File: src/rtl/ascii_number_stream_ctrl_if.sv
// Byte-stream input and parsed-number output handshakes of the ASCII number parser.
interface ascii_number_stream_ctrl_if #(
  parameter int VALUE_WIDTH = 32,
  parameter int INDEX_WIDTH = 8
);
  logic [7:0]             in_byte;
  logic                   in_valid;
  logic                   in_ready;
  logic [VALUE_WIDTH-1:0] out_value;
  logic [INDEX_WIDTH-1:0] out_index;
  logic                   out_valid;
  logic                   out_ready;

  // master: the parser itself; slave: the byte source plus the downstream consumer
  modport master (
    input  in_byte, in_valid, out_ready,
    output in_ready, out_value, out_index, out_valid
  );

  modport slave (
    output in_byte, in_valid, out_ready,
    input  in_ready, out_value, out_index, out_valid
  );
endinterface

File: src/rtl/ascii_number_stream_ctrl.sv
// Parses an ASCII decimal byte stream into one binary number per line and hands
// each number, tagged with the index of its terminating byte, to the next stage.
module ascii_number_stream_ctrl #(
  parameter int VALUE_WIDTH = 32,
  parameter int INDEX_WIDTH = 8,
  parameter int COUNT_WIDTH = 16
) (
  input  logic                   clk,
  input  logic                   rst,
  ascii_number_stream_ctrl_if.master bus,
  output logic [COUNT_WIDTH-1:0] count,
  output logic                   done,
  output logic                   err_char,
  output logic                   err_ovf
);
  localparam int WIDE = VALUE_WIDTH + 4;

  typedef enum logic [1:0] {ACCUM, EMIT, DONE} state_t;

  state_t                 state;
  state_t                 state_next;
  logic [VALUE_WIDTH-1:0] acc;
  logic                   digits;
  logic                   eos_pending;
  logic [INDEX_WIDTH-1:0] index;
  logic [VALUE_WIDTH-1:0] value_q;
  logic [INDEX_WIDTH-1:0] index_q;
  logic [COUNT_WIDTH-1:0] count_q;
  logic                   err_char_q;
  logic                   err_ovf_q;

  logic                   in_ready_c;
  logic                   out_valid_c;
  logic                   done_c;
  logic                   accept;
  logic                   is_digit;
  logic                   is_nl;
  logic                   is_eos;
  logic [WIDE-1:0]        acc_wide;
  logic                   acc_ovf;

  assign accept   = bus.in_valid && in_ready_c;
  assign is_digit = (bus.in_byte >= 8'h30) && (bus.in_byte <= 8'h39);
  assign is_nl    = (bus.in_byte == 8'h0A);
  assign is_eos   = (bus.in_byte == 8'h00);

  // For '0'..'9' the low nibble of the ASCII code is the digit value itself
  assign acc_wide = (WIDE'(acc) * WIDE'(10)) + WIDE'(bus.in_byte[3:0]);
  assign acc_ovf  = |acc_wide[WIDE-1:VALUE_WIDTH];

  always_ff @(posedge clk) begin
    if (rst) begin
      state <= ACCUM;
    end else begin
      state <= state_next;
    end
  end

  always_comb begin
    state_next  = state;
    in_ready_c  = 1'b0;
    out_valid_c = 1'b0;
    done_c      = 1'b0;
    case (state)
      ACCUM: begin
        in_ready_c = 1'b1;
        if (accept) begin
          if (is_nl && digits) begin
            state_next = EMIT;
          end else if (is_eos) begin
            state_next = digits ? EMIT : DONE;
          end
        end
      end
      EMIT: begin
        out_valid_c = 1'b1;
        if (bus.out_ready) begin
          state_next = eos_pending ? DONE : ACCUM;
        end
      end
      DONE: begin
        done_c = 1'b1;
      end
      default: begin
        state_next = ACCUM;
      end
    endcase
  end

  always_ff @(posedge clk) begin
    if (rst) begin
      acc         <= '0;
      digits      <= 1'b0;
      eos_pending <= 1'b0;
      index       <= '0;
      value_q     <= '0;
      index_q     <= '0;
      count_q     <= '0;
      err_char_q  <= 1'b0;
      err_ovf_q   <= 1'b0;
    end else begin
      if (accept) begin
        index <= index + INDEX_WIDTH'(1);
        if (is_digit) begin
          acc    <= acc_wide[VALUE_WIDTH-1:0];
          digits <= 1'b1;
          if (acc_ovf) begin
            err_ovf_q <= 1'b1;
          end
        end else if (is_nl || is_eos) begin
          // Empty lines fall through here with nothing latched
          if (digits) begin
            value_q     <= acc;
            index_q     <= index;
            acc         <= '0;
            digits      <= 1'b0;
            eos_pending <= is_eos;
          end
        end else begin
          err_char_q <= 1'b1;
        end
      end
      if (out_valid_c && bus.out_ready) begin
        count_q <= count_q + COUNT_WIDTH'(1);
      end
    end
  end

  assign bus.in_ready  = in_ready_c;
  assign bus.out_valid = out_valid_c;
  assign bus.out_value = value_q;
  assign bus.out_index = index_q;
  assign count         = count_q;
  assign done          = done_c;
  assign err_char      = err_char_q;
  assign err_ovf       = err_ovf_q;

endmodule

File: src/flat_wrapper.sv
// flat-port wrapper written by rule: the top's interface ports become plain ports
module ascii_number_stream_ctrl_flat 
#(
  parameter int VALUE_WIDTH = 32,
  parameter int INDEX_WIDTH = 8,
  parameter int COUNT_WIDTH = 16
)
  (clk, rst, count, done, err_char, err_ovf, bus_in_byte, bus_in_valid, bus_out_ready, bus_in_ready, bus_out_value, bus_out_index, bus_out_valid);
  ascii_number_stream_ctrl_if #(.VALUE_WIDTH(VALUE_WIDTH), .INDEX_WIDTH(INDEX_WIDTH)) bus_i ();
  input  logic clk;
  input  logic rst;
  output logic [COUNT_WIDTH-1:0] count;
  output logic done;
  output logic err_char;
  output logic err_ovf;
  input wire logic [$bits(bus_i.in_byte)-1:0] bus_in_byte;
  input wire logic [$bits(bus_i.in_valid)-1:0] bus_in_valid;
  input wire logic [$bits(bus_i.out_ready)-1:0] bus_out_ready;
  output wire logic [$bits(bus_i.in_ready)-1:0] bus_in_ready;
  output wire logic [$bits(bus_i.out_value)-1:0] bus_out_value;
  output wire logic [$bits(bus_i.out_index)-1:0] bus_out_index;
  output wire logic [$bits(bus_i.out_valid)-1:0] bus_out_valid;
  assign bus_i.in_byte = bus_in_byte;
  assign bus_i.in_valid = bus_in_valid;
  assign bus_i.out_ready = bus_out_ready;
  assign bus_in_ready = bus_i.in_ready;
  assign bus_out_value = bus_i.out_value;
  assign bus_out_index = bus_i.out_index;
  assign bus_out_valid = bus_i.out_valid;
  ascii_number_stream_ctrl #(.VALUE_WIDTH(VALUE_WIDTH), .INDEX_WIDTH(INDEX_WIDTH), .COUNT_WIDTH(COUNT_WIDTH)) u_core (.clk(clk), .rst(rst), .bus(bus_i), .count(count), .done(done), .err_char(err_char), .err_ovf(err_ovf));
endmodule
File: config.mk
export PLATFORM = sky130hd
export DESIGN_NAME = ascii_number_stream_ctrl_flat
export DESIGN_NICKNAME = d
export VERILOG_FILES = /design/src/rtl/ascii_number_stream_ctrl_if.sv /design/src/rtl/ascii_number_stream_ctrl.sv /design/src/flat_wrapper.sv
export SDC_FILE = /design/constraint.sdc
export NUM_CORES = 1
export LEC_CHECK = 0
export CORE_MARGIN = 2
export CORE_UTILIZATION = 25
export CTS_BUF_LIST = sky130_fd_sc_hd__clkbuf_4 sky130_fd_sc_hd__clkbuf_8
export DETAILED_ROUTE_END_ITERATION = 16
export PLACE_DENSITY = 0.4
export RECOVER_POWER = 25
export SYNTH_ARGS = -nofsm -noshare
export SYNTH_HDL_FRONTEND = slang
export SYNTH_SLANG_ARGS = --single-unit
File: constraint.sdc
create_clock -name clk -period 4.45 [get_ports clk]
set_input_delay 1.335 -clock clk [delete_from_list [all_inputs] [get_ports clk]]
set_output_delay 1.335 -clock clk [all_outputs]
set_load 0.05 [all_outputs]
Fig. 1: run 1, wire density map
34 x 34 tiles, from white (low) to dark blue (high), scaled to the fullest tile. Values are wire area over tile area, all layers added.
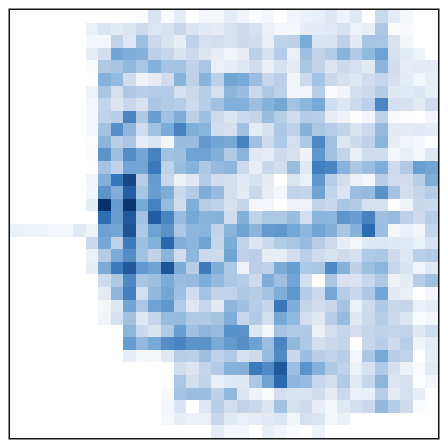
mean over tiles = 0.11
nearly empty tiles = 26%
densest ninth of the die = center
emptiest ninth of the die = lower left
fullest tile = 0.50
GRT Resource Usage Total: 0.1443
total number of vias: 6263
average wire per standard cell: 15.75 µm
routed wire length: 19950 µm

Fig. 2: run 1, the clock network
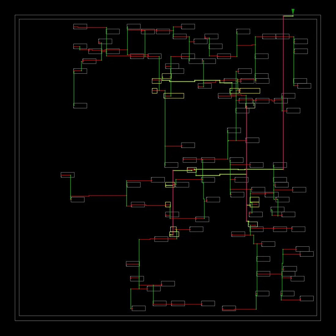
CTS Buf Count: 9
setup clock skew after layout: 17.65 ps
reported clock group power: 691 µW
clock insertion delay at the later pin of the skew report: 390 ps
clock net sink count: 102

==> CHANGELOG.md, run 1 <==
### Metrics

* Origin of the critical flop-to-flop path: u_core.acc[3]$_SDFFE_PP0P_
* Worst hold endpoint: u_core.bus.out_value[19]$_SDFFE_PP0P_
* Setup repair after global routing missed its margin: no
* Slowest cell on crit path: sky130_fd_sc_hd__nor4b_4
* Effective utilization at floorplan at 0.2522
* Remaining DRCs at 0
* Max capacitance violation total at 0
* Chip area at 0.02829 mm²
* Remaining global-route overflow at 0
* Number of detailed-routing iterations run before antenna repair at 4
* Number of setup violations in the final report at 0
* TritonCTS clock tree: built
* Cell type with the largest total area after synthesis: sky130_fd_sc_hd__dfxtp_1
* Post-placement cell area at 0.007953 mm²
* Post-Synthesis Cell Area at 0.006741 mm²
* Area grow syn2layout at 21.42%
* Worst min-delay path class: reg2reg
* Filler instances at 2886
* Total Negative Setup Slacks at 0 ps
* Worst Setup Path Type: reg2reg
* Layout cell share with drive strength beyond 1 at 0.07019
* Upper clock frequency limit at 242.2 MHz
* Slew at the pin with the worst max-slew slack at 1106 ps
* Final non-filler cell area at 0.008185 mm²
* Count of state elements after synthesis at 102
* Antenna violations before repair at 0
* EDFF count, synth at 0
* Antenna Diode Count at 0
* Share of synthesized registers carrying an async set or reset at 0
* Largest stage delay, worst path at 440 ps
* Kind of capture point of the worst setup path: flop
* Outcome: complete, no violations
* Power, Total at 1.682 mW
Fig. 3: run 1, ports around the boundary
The bar under the picture is 50 µm long. Pins as bars across the die edge, other pins in gray.
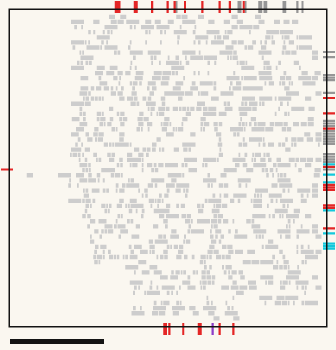
red -> bus_out_value  # pins 32, direction output, edge 13 top, 10 right, 8 bottom, 1 left
purple -> err_ovf  # pins 1, direction output, edge bottom
cyan -> bus_out_index  # pins 8, direction output, edge right
all pins by edge = 38 right, 25 top, 9 bottom, 1 left
number of port buffers: 72
horizontal die dimension: 168.2 µm

[run 1: cell type report]
cell class	instances	share of cell area
Multi-Input combinational cell	702	0.5541
Clock buffer	10	0.01681
Tap cell	341	0.05212
Clock inverter	5	0.01024
Sequential cell	102	0.2495
Timing Repair Buffer	99	0.1136
Inverter	8	0.003669
[run 1: placed cells by master, fill, tap and decap left out, drive strengths merged, types with 26 or more instances in the layout]
cell type / instances
nand3: 44
xnor2: 27
ha: 65
nand2: 148
nor2: 67
clkdlybuf4s50: 55
buf: 27
a21oi: 104
dfxtp: 102
xor2: 40
o21ai: 26
[run 1: critical path: cells and delay by family (launching register included)]
| kind | cells | cell delay, ps |
|---|---|---|
| AND/OR/NAND/NOR | 4 | 1230 |
| adder cells (fa/ha/maj) | 3 | 870 |
| AND-OR/OR-AND | 5 | 1210 |
| multiplexers | 1 | 150 |
| buffers and inverters | 1 | 180 |
| flip-flops | 1 | 400 |
[run 1: logic make-up (layout without fill, tap and decap cells)]
family | count (synthesis) | after routing | synth area share
buf+inv | 51 | 122 | 0.02840
simple gates | 363 | 363 | 0.2678
compound gates | 201 | 201 | 0.1802
fa+ha+maj | 67 | 67 | 0.1266
mux | 4 | 4 | 0.005939
xor+xnor | 67 | 67 | 0.08816
flops | 102 | 102 | 0.3029
[run 1: registers in the layout (all words and copies together) (netlist names)]
register	count
u_core.err_char	1
u_core.state	2
u_core.digits	1
u_core.bus.out_index	8
u_core.eos_pending	1
u_core.bus.out_value	32
u_core.err_ovf	1
u_core.acc	32
u_core.index	8
u_core.count	16
[run 1: where the power goes]
| group | switching (mW) | total (mW) | internal [mW] |
|---|---|---|---|
| clock | 0.361 | 0.691 | 0.331 |
| sequential | 0.00478 | 0.921 | 0.916 |
| combinational | 0.0431 | 0.0699 | 0.0268 |
[run 1: stage by stage]
step,instances,hold WS (ps),util
3_5_place_dp,1252,449.1,0.2976
3_3_place_gp,1252,443.6,0.2976
2_1_floorplan,855,443.7,-
4_1_cts,1267,463.6,0.3059
6_report,1267,456.6,0.3063
5_1_grt,1267,481.2,0.3063
[run 1: worst max path at each step]
stage	startpoint	endpoint
final	u_core.acc[3]$_SDFFE_PP0P_	u_core.err_ovf$_SDFFE_PP0P_
after global placement	bus_in_byte[2]	u_core.err_ovf$_SDFFE_PP0P_
after global routing	u_core.acc[3]$_SDFFE_PP0P_	u_core.err_ovf$_SDFFE_PP0P_
after detailed placement	bus_in_byte[1]	u_core.err_ovf$_SDFFE_PP0P_
after floorplan	bus_in_byte[2]	u_core.err_ovf$_SDFFE_PP0P_
after CTS	u_core.acc[3]$_SDFFE_PP0P_	u_core.err_ovf$_SDFFE_PP0P_
[run 1: layer usage]
metal  GRT usage  part of all wire  vias up
met2      0.2414              0.46       90
met5           0                 0        -
met3     0.02069             0.027       20
met1      0.1937              0.49     2952
met4     0.04048             0.016        0
li1            -                 -     3201
Fig. 4: run 1, logic cells by family
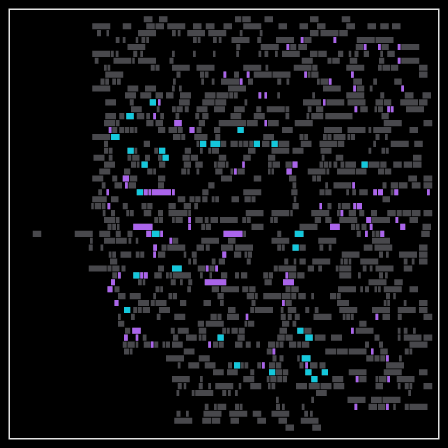

==> run 2: changes to the inputs <==
--- a/config.mk
+++ b/config.mk
@@ -5,11 +5,13 @@
 export SDC_FILE = /design/constraint.sdc
 export NUM_CORES = 1
 export LEC_CHECK = 0
+export ABC_AREA = 0
 export CORE_MARGIN = 2
-export CORE_UTILIZATION = 25
+export CORE_UTILIZATION = 50
 export CTS_BUF_LIST = sky130_fd_sc_hd__clkbuf_4 sky130_fd_sc_hd__clkbuf_8
 export DETAILED_ROUTE_END_ITERATION = 16
-export PLACE_DENSITY = 0.4
+export GPL_ROUTABILITY_DRIVEN = 0
+export PLACE_DENSITY = 0.7
 export RECOVER_POWER = 25
 export SYNTH_ARGS = -nofsm -noshare
 export SYNTH_HDL_FRONTEND = slang
Fig. 5: run 2, logic cells by family
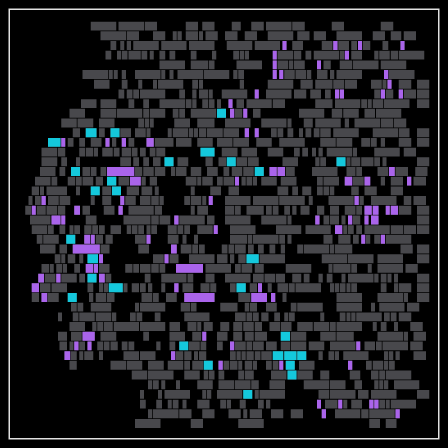
cyan -> AND-OR and OR-AND gates  # cells 29, most used a21o_1
purple -> NOR gates  # cells 94, most used nor2_1, where all over the die

Fig. 6: run 2, the clock network
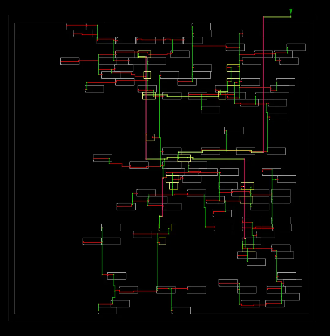
clock insertion delay at the later pin of the skew report: 370 ps
clock buffer count in the final layout: 11
reported clock group power: 556 µW

==> run 2 against run 1 <==
  * Final cell count is 14% lower
  * Sequential cell count stayed put
  * Area after synthesis stayed put
  * Worst hold slack better by 0.80 ps
  * Wire length is 15% lower
  * Global-route usage is 8.8 points higher
  * First-iteration DRC count is 40% higher
  * Clock skew is 9.7 ps lower
  * Via count is 0.69% higher
==> CHANGELOG.md, run 2 <==
### Metrics

* TritonCTS clock tree: built
* Effective utilization at floorplan at 0.5111 (+0.2589)
* Remaining DRCs at 0 (unchanged)
* GRT Resource Usage Total at 0.2326 (+0.08830)
* Slew at the pin with the worst max-slew slack at 1034 ps (-71.94 ps)
* Remaining global-route overflow at 0 (unchanged)
* Worst min-delay path class: reg2reg
* Met3 capacity usage during global routing at 0.02044 (-0.0002492)
* Final Hold Slack at 457.4 ps (+0.7960 ps)
* Routed wire length at 16860 µm (-15%)
* Met1 routing resource usage after global routing at 0.3260 (+0.1323)
* Antenna violations before repair at 0 (unchanged)
* CTS Buf Count at 9 (unchanged)
* Worst Setup Path Type: reg2reg
* EDFF count, synth at 0 (unchanged)
* Average wire per standard cell at 15.48 µm (-1.7%)
* Final cell count without fillers at 1089 (-14%)
* Kind of capture point of the worst setup path: flop
* Count of state elements after synthesis at 102 (unchanged)
* Cell type with the largest total area after synthesis: sky130_fd_sc_hd__dfxtp_1
* Outcome: complete, no violations
* Upper clock frequency limit at 233.3 MHz (-3.7%)
* Layout cell share with drive strength beyond 1 at 0.06024 (-0.009953)
* Antenna Diode Count at 0 (unchanged)
* Busiest metal layer after global routing: met2
* Total number of vias at 6306 (+0.69%)
* Number of setup violations in the final report at 0 (unchanged)
* Power, Total at 1.542 mW (-8.4%)
* Number of detailed-routing iterations run before antenna repair at 5 (+1)
* Post-synthesis cell count at 855
* Inst Count DP at 1074 (-14%)
* Chip area at 0.01443 mm² (-49%)
* Area grow syn2layout at 16.28%
* Setup repair after global routing missed its margin: no
* Most frequent logic cell in the layout: sky130_fd_sc_hd__nand2_1
* Dominant logic cell types in the final layout: sky130_fd_sc_hd__nand2_1 (148), sky130_fd_sc_hd__a21oi_1 (104), sky130_fd_sc_hd__dfxtp_1 (102)
* Number of port buffers at 72 (unchanged)
==> run 2: worst paths after layout <==
kind / start / slack, ps / cells past startpoint / endpoint
worst max register to register: u_core.acc[1]$_SDFFE_PP0P_ / 160 / 13 / u_core.err_ovf$_SDFFE_PP0P_
worst min-delay path: u_core.bus.out_value[12]$_SDFFE_PP0P_ / 460 / 2 / u_core.bus.out_value[12]$_SDFFE_PP0P_
worst min register to register: u_core.bus.out_value[12]$_SDFFE_PP0P_ / 460 / 2 / u_core.bus.out_value[12]$_SDFFE_PP0P_
worst max-delay path: u_core.acc[1]$_SDFFE_PP0P_ / 160 / 13 / u_core.err_ovf$_SDFFE_PP0P_
==> run 2: cell families after synthesis <==
kind of cell | after synthesis | share of synthesized area
simple gates | 363 | 0.2678
compound gates | 201 | 0.1802
flops | 102 | 0.3029
xor+xnor | 67 | 0.08816
fa+ha+maj | 67 | 0.1266
buf+inv | 51 | 0.02840
mux | 4 | 0.005939
==> run 2: final cells by class <==
cell class | count | area (µm²)
clock inverter | 4 | 32.53
tap | 176 | 220.2
clock buffer | 11 | 145.1
multi-input combinational | 702 | 4546
sequential | 102 | 2042
fill | 1190 | 5351
timing repair buffer | 86 | 823.3
inverter | 8 | 30.03
==> run 2: stage by stage <==
| stage | util | instance area [µm²] | TNS [ps] |
|---|---|---|---|
| finish | 0.5943 | 7839 | 0 |
| global route | 0.5943 | 7839 | 0 |
| CTS | 0.5920 | 7809 | 0 |
| detailed placement | 0.5785 | 7631 | -5.599 |
| global placement | 0.5785 | 7631 | 0 |
| floorplan | - | 6741 | 0 |
==> run 2: report_power, final <==
| group | total, mW | internal [mW] | switching (mW) |
|---|---|---|---|
| Sequential | 0.921 | 0.916 | 0.00497 |
| Clock | 0.556 | 0.225 | 0.330 |
| Combinational | 0.0646 | 0.0251 | 0.0395 |
| Total | 1.54 | 1.17 | 0.375 |
==> run 2: worst max-delay path, cell delays in order (launching register included) <==
cell and delay, ps:
sky130_fd_sc_hd__dfxtp_1 450, sky130_fd_sc_hd__ha_1 270, sky130_fd_sc_hd__ha_1 230, sky130_fd_sc_hd__fa_1 410, sky130_fd_sc_hd__a21o_1 210, sky130_fd_sc_hd__a221o_2 430, sky130_fd_sc_hd__a32oi_2 340, sky130_fd_sc_hd__a21oi_1 230
sky130_fd_sc_hd__o21ai_0 260, sky130_fd_sc_hd__nand4_1 240, sky130_fd_sc_hd__nor4_2 530, sky130_fd_sc_hd__nand4_1 180, sky130_fd_sc_hd__mux2i_1 240, sky130_fd_sc_hd__a211oi_1 100
==> run 2: timing repair <==
action | 4_1_cts | 5_1_grt
gates resized | 0 | 4
setup buffers | 0 | 0
setup endpoints to repair | 0 | 6
==> run 2: metal layers <==
metal	up-vias	routed length, µm
met5	-	0
met4	0	306
met3	27	760
met2	186	7785
met1	2936	8004
li1	3157	-
Fig. 7: run 2, wire density map
24 x 24 tiles, from white (low) to dark blue (high), scaled to the fullest tile. Values are wire area over tile area, all layers added.
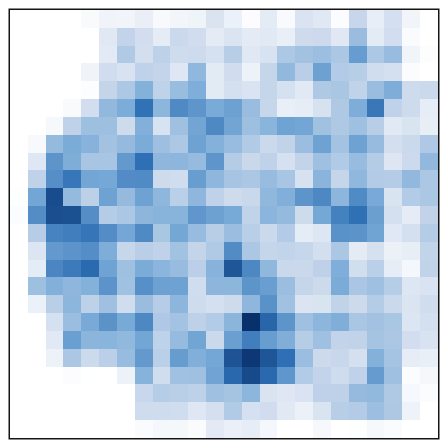

==> run 3: changes to the inputs <==
--- a/config.mk
+++ b/config.mk
@@ -5,13 +5,14 @@
 export SDC_FILE = /design/constraint.sdc
 export NUM_CORES = 1
 export LEC_CHECK = 0
-export ABC_AREA = 0
+export ABC_AREA = 1
+export CORE_ASPECT_RATIO = 2
 export CORE_MARGIN = 2
 export CORE_UTILIZATION = 50
 export CTS_BUF_LIST = sky130_fd_sc_hd__clkbuf_4 sky130_fd_sc_hd__clkbuf_8
 export DETAILED_ROUTE_END_ITERATION = 16
 export GPL_ROUTABILITY_DRIVEN = 0
-export PLACE_DENSITY = 0.7
+export PLACE_DENSITY = 0.69
 export RECOVER_POWER = 25
 export SYNTH_ARGS = -nofsm -noshare
 export SYNTH_HDL_FRONTEND = slang
Fig. 8: run 3, wire density map
18 x 36 tiles, from white (low) to dark blue (high), scaled to the fullest tile. Values are wire area over tile area, all layers added.
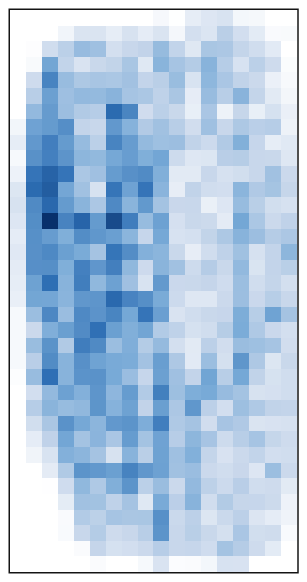
nearly empty tiles = 9.0%
densest ninth of the die = middle left
mean over tiles = 0.22

==> run 3 against run 2 <==
  * First-iteration DRC count shrank 27%
  * Combinational power down 13%
  * Global-route usage increased by 4.3 points
  * Setup slack better by 400 ps
  * Highest routed layer unchanged
  * Final cell count up 42%
  * The flow now finishes with violations (capacitance limit, slew limit)
  * Clock skew about the same
  * Synthesized cell count increased by 49%
  * Non-clock buffer count decreased by 9
  * Die area is 16% higher
==> CHANGELOG.md, run 3 <==
### Metrics

* Outcome: complete, but fails checks
* Failing checks: capacitance limit, slew limit
* Detailed-routing wirelength on met1 at 8318 µm (+3.9%)
* Post-CTS Hold Buffers at 0
* Worst min-delay path class: reg2reg
* Max capacitance violation total at 1
* Clk pwr share at 0.367 (+0.007)
* Met3 WL at 716 µm (-5.8%)
* Design internal power at 1.186 mW (+1.6%)
* Count of state elements after synthesis at 102 (unchanged)
* Routed wire length at 22350 µm (+33%)
* Share of total power in combinational logic at 0.036 (-0.006)
* Layout cell share with drive strength beyond 1 at 0.06761 (+0.007367)
* Number of setup violations in the final report at 0 (unchanged)
* EDFF count, synth at 0 (unchanged)
* Post-cts repair resize count at 0 (unchanged)
* Remaining DRCs at 0 (unchanged)
* Most frequent logic cell in the layout: sky130_fd_sc_hd__nand2_1
* Final Max-Slew Violation Tally at 86
* Remaining global-route overflow at 0 (unchanged)
* Total Negative Setup Slacks at 0 ps (unchanged)
* Share of power burned in registers at 0.596 (-0.002)
* Upper clock frequency limit at 257.2 MHz (+10%)
* Dominant logic cell types in the final layout: sky130_fd_sc_hd__nand2_1 (447), sky130_fd_sc_hd__inv_1 (178), sky130_fd_sc_hd__a21oi_1 (122)
* GRT Resource Usage Total at 0.2752 (+0.04260)
* Critical Path, Cell by Cell: clkdlybuf4s50_1 -> ha_1 -> fa_1 -> nand2_1 -> nand2_1 -> nand3_1 -> nor2_2 -> nand2_1 -> nor2_1 -> nand2_1 -> nor2_2 -> nand3_2 -> nor2_4 -> nand3_2 -> nor2_1 -> nand2_1 -> nand2_1 -> nand2_1 -> o21bai_1 -> a21oi_1
* Slowest cell on crit path: sky130_fd_sc_hd__clkdlybuf4s50_1
* Cell type with the largest total area after synthesis: sky130_fd_sc_hd__dfxtp_1
* Filler instances at 1606 (+35%)
* Routed wl met2 at 11800 µm (+52%)
* Antenna violations before repair at 0 (unchanged)
* Most common cell on crit path: sky130_fd_sc_hd__nand2_1
* Number of detailed-routing iterations run before antenna repair at 5 (unchanged)
* Net switching power at 353.2 µW (-5.8%)
* First element of the critical path: bus_in_byte[1]
* Top routing layer in use: met4
* Post-synthesis cell count at 1277 (+49%)
* Origin of the critical flop-to-flop path: u_core.acc[25]$_SDFFE_PP0P_
* Average wire per standard cell at 14.47 µm (-6.5%)
* Number of port buffers at 72 (unchanged)
* Number of buffers added for setup after CTS at 0 (unchanged)
* Fraction of power spent switching nets at 0.2295 (-0.01368)
* Setup repair after global routing missed its margin: no
* Area grow syn2layout at 13.87%
* Antenna Diode Count at 0 (unchanged)
* CTS Buf Count at 9 (unchanged)
* Effective utilization at floorplan at 0.5113 (about the same)
* Chip area at 0.01672 mm² (+16%)
* Total number of vias at 8022 (+27%)
* Kind of capture point of the worst setup path: flop
Fig. 9: run 3, the clock network
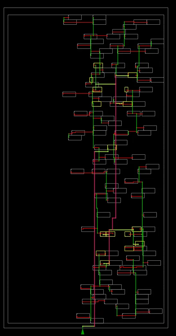
clock buffer count in the final layout: 12
setup clock skew after layout: 7.535 ps
sequential cell count: 102
clock insertion delay at the later pin of the skew report: 360 ps
reported clock group power: 565 µW

## run 3: final timing paths
| kind | slack [ps] | to | cells after the start |
|---|---|---|---|
| max | 560 | u_core.err_ovf$_SDFFE_PP0P_ | 20 |
| min | 460 | u_core.bus.out_value[17]$_SDFFE_PP0P_ | 2 |
| max reg2reg | 800 | u_core.err_ovf$_SDFFE_PP0P_ | 17 |
| min reg2reg | 460 | u_core.bus.out_value[17]$_SDFFE_PP0P_ | 2 |
## run 3: stage by stage
stage	std cells	total power [mW]	util	hold slack (ps)	instance area (µm²)
2_1_floorplan	1277	0.9742	-	444.6	7820
3_3_place_gp	1528	0.9956	0.5699	451.3	8717
3_5_place_dp	1528	0.9964	0.5699	455.1	8717
4_1_cts	1544	1.558	0.5825	469.4	8910
5_1_grt	1544	1.604	0.5822	487.6	8905
6_report	1544	1.539	0.5822	464.2	8905
## run 3: cell families (layout without fill, tap and decap cells)
family,after synthesis,count (layout),synth area share
buf+inv,212,281,0.1038
xor+xnor,5,5,0.005601
flops,102,102,0.2611
simple gates,716,716,0.4046
compound gates,175,175,0.1157
fa+ha+maj,67,67,0.1091
## run 3: worst max-delay path, delay by kind of cell
kind                     cells  cell delay, ps
AND-OR/OR-AND                2             190
buffers and inverters        1             520
adder cells (fa/ha/maj)      2             430
AND/OR/NAND/NOR             15            1560
## run 3: cell type report
cell class | count | area (µm²) | share of cell area
Clock buffer | 12 | 165.2 | 0.01855
Clock inverter | 4 | 27.53 | 0.003091
Inverter | 188 | 705.7 | 0.07925
Multi-Input combinational cell | 963 | 4966 | 0.5577
Sequential cell | 102 | 2042 | 0.2293
Tap cell | 198 | 247.7 | 0.02782
Timing Repair Buffer | 77 | 750.7 | 0.08431
## run 3: power by group through the flow
stage | logic [mW] | clock network [mW] | registers (mW)
after global routing | 0.0628 | 0.622 | 0.919
final | 0.0559 | 0.565 | 0.918
after detailed placement | 0.0571 | 0 | 0.939
after floorplan | 0.0332 | 0 | 0.941
after global placement | 0.0564 | 0 | 0.939
after CTS | 0.0573 | 0.583 | 0.918
## run 3: metal layers
layer / global-route usage / vias to the layer above
met5: 0 / -
met1: 0.2746 / 3554
met3: 0.02419 / 80
met2: 0.5226 / 200
li1: - / 4188
met4: 0.1833 / 0
Power figures rest on the tool's default switching activity, not on a simulated workload.
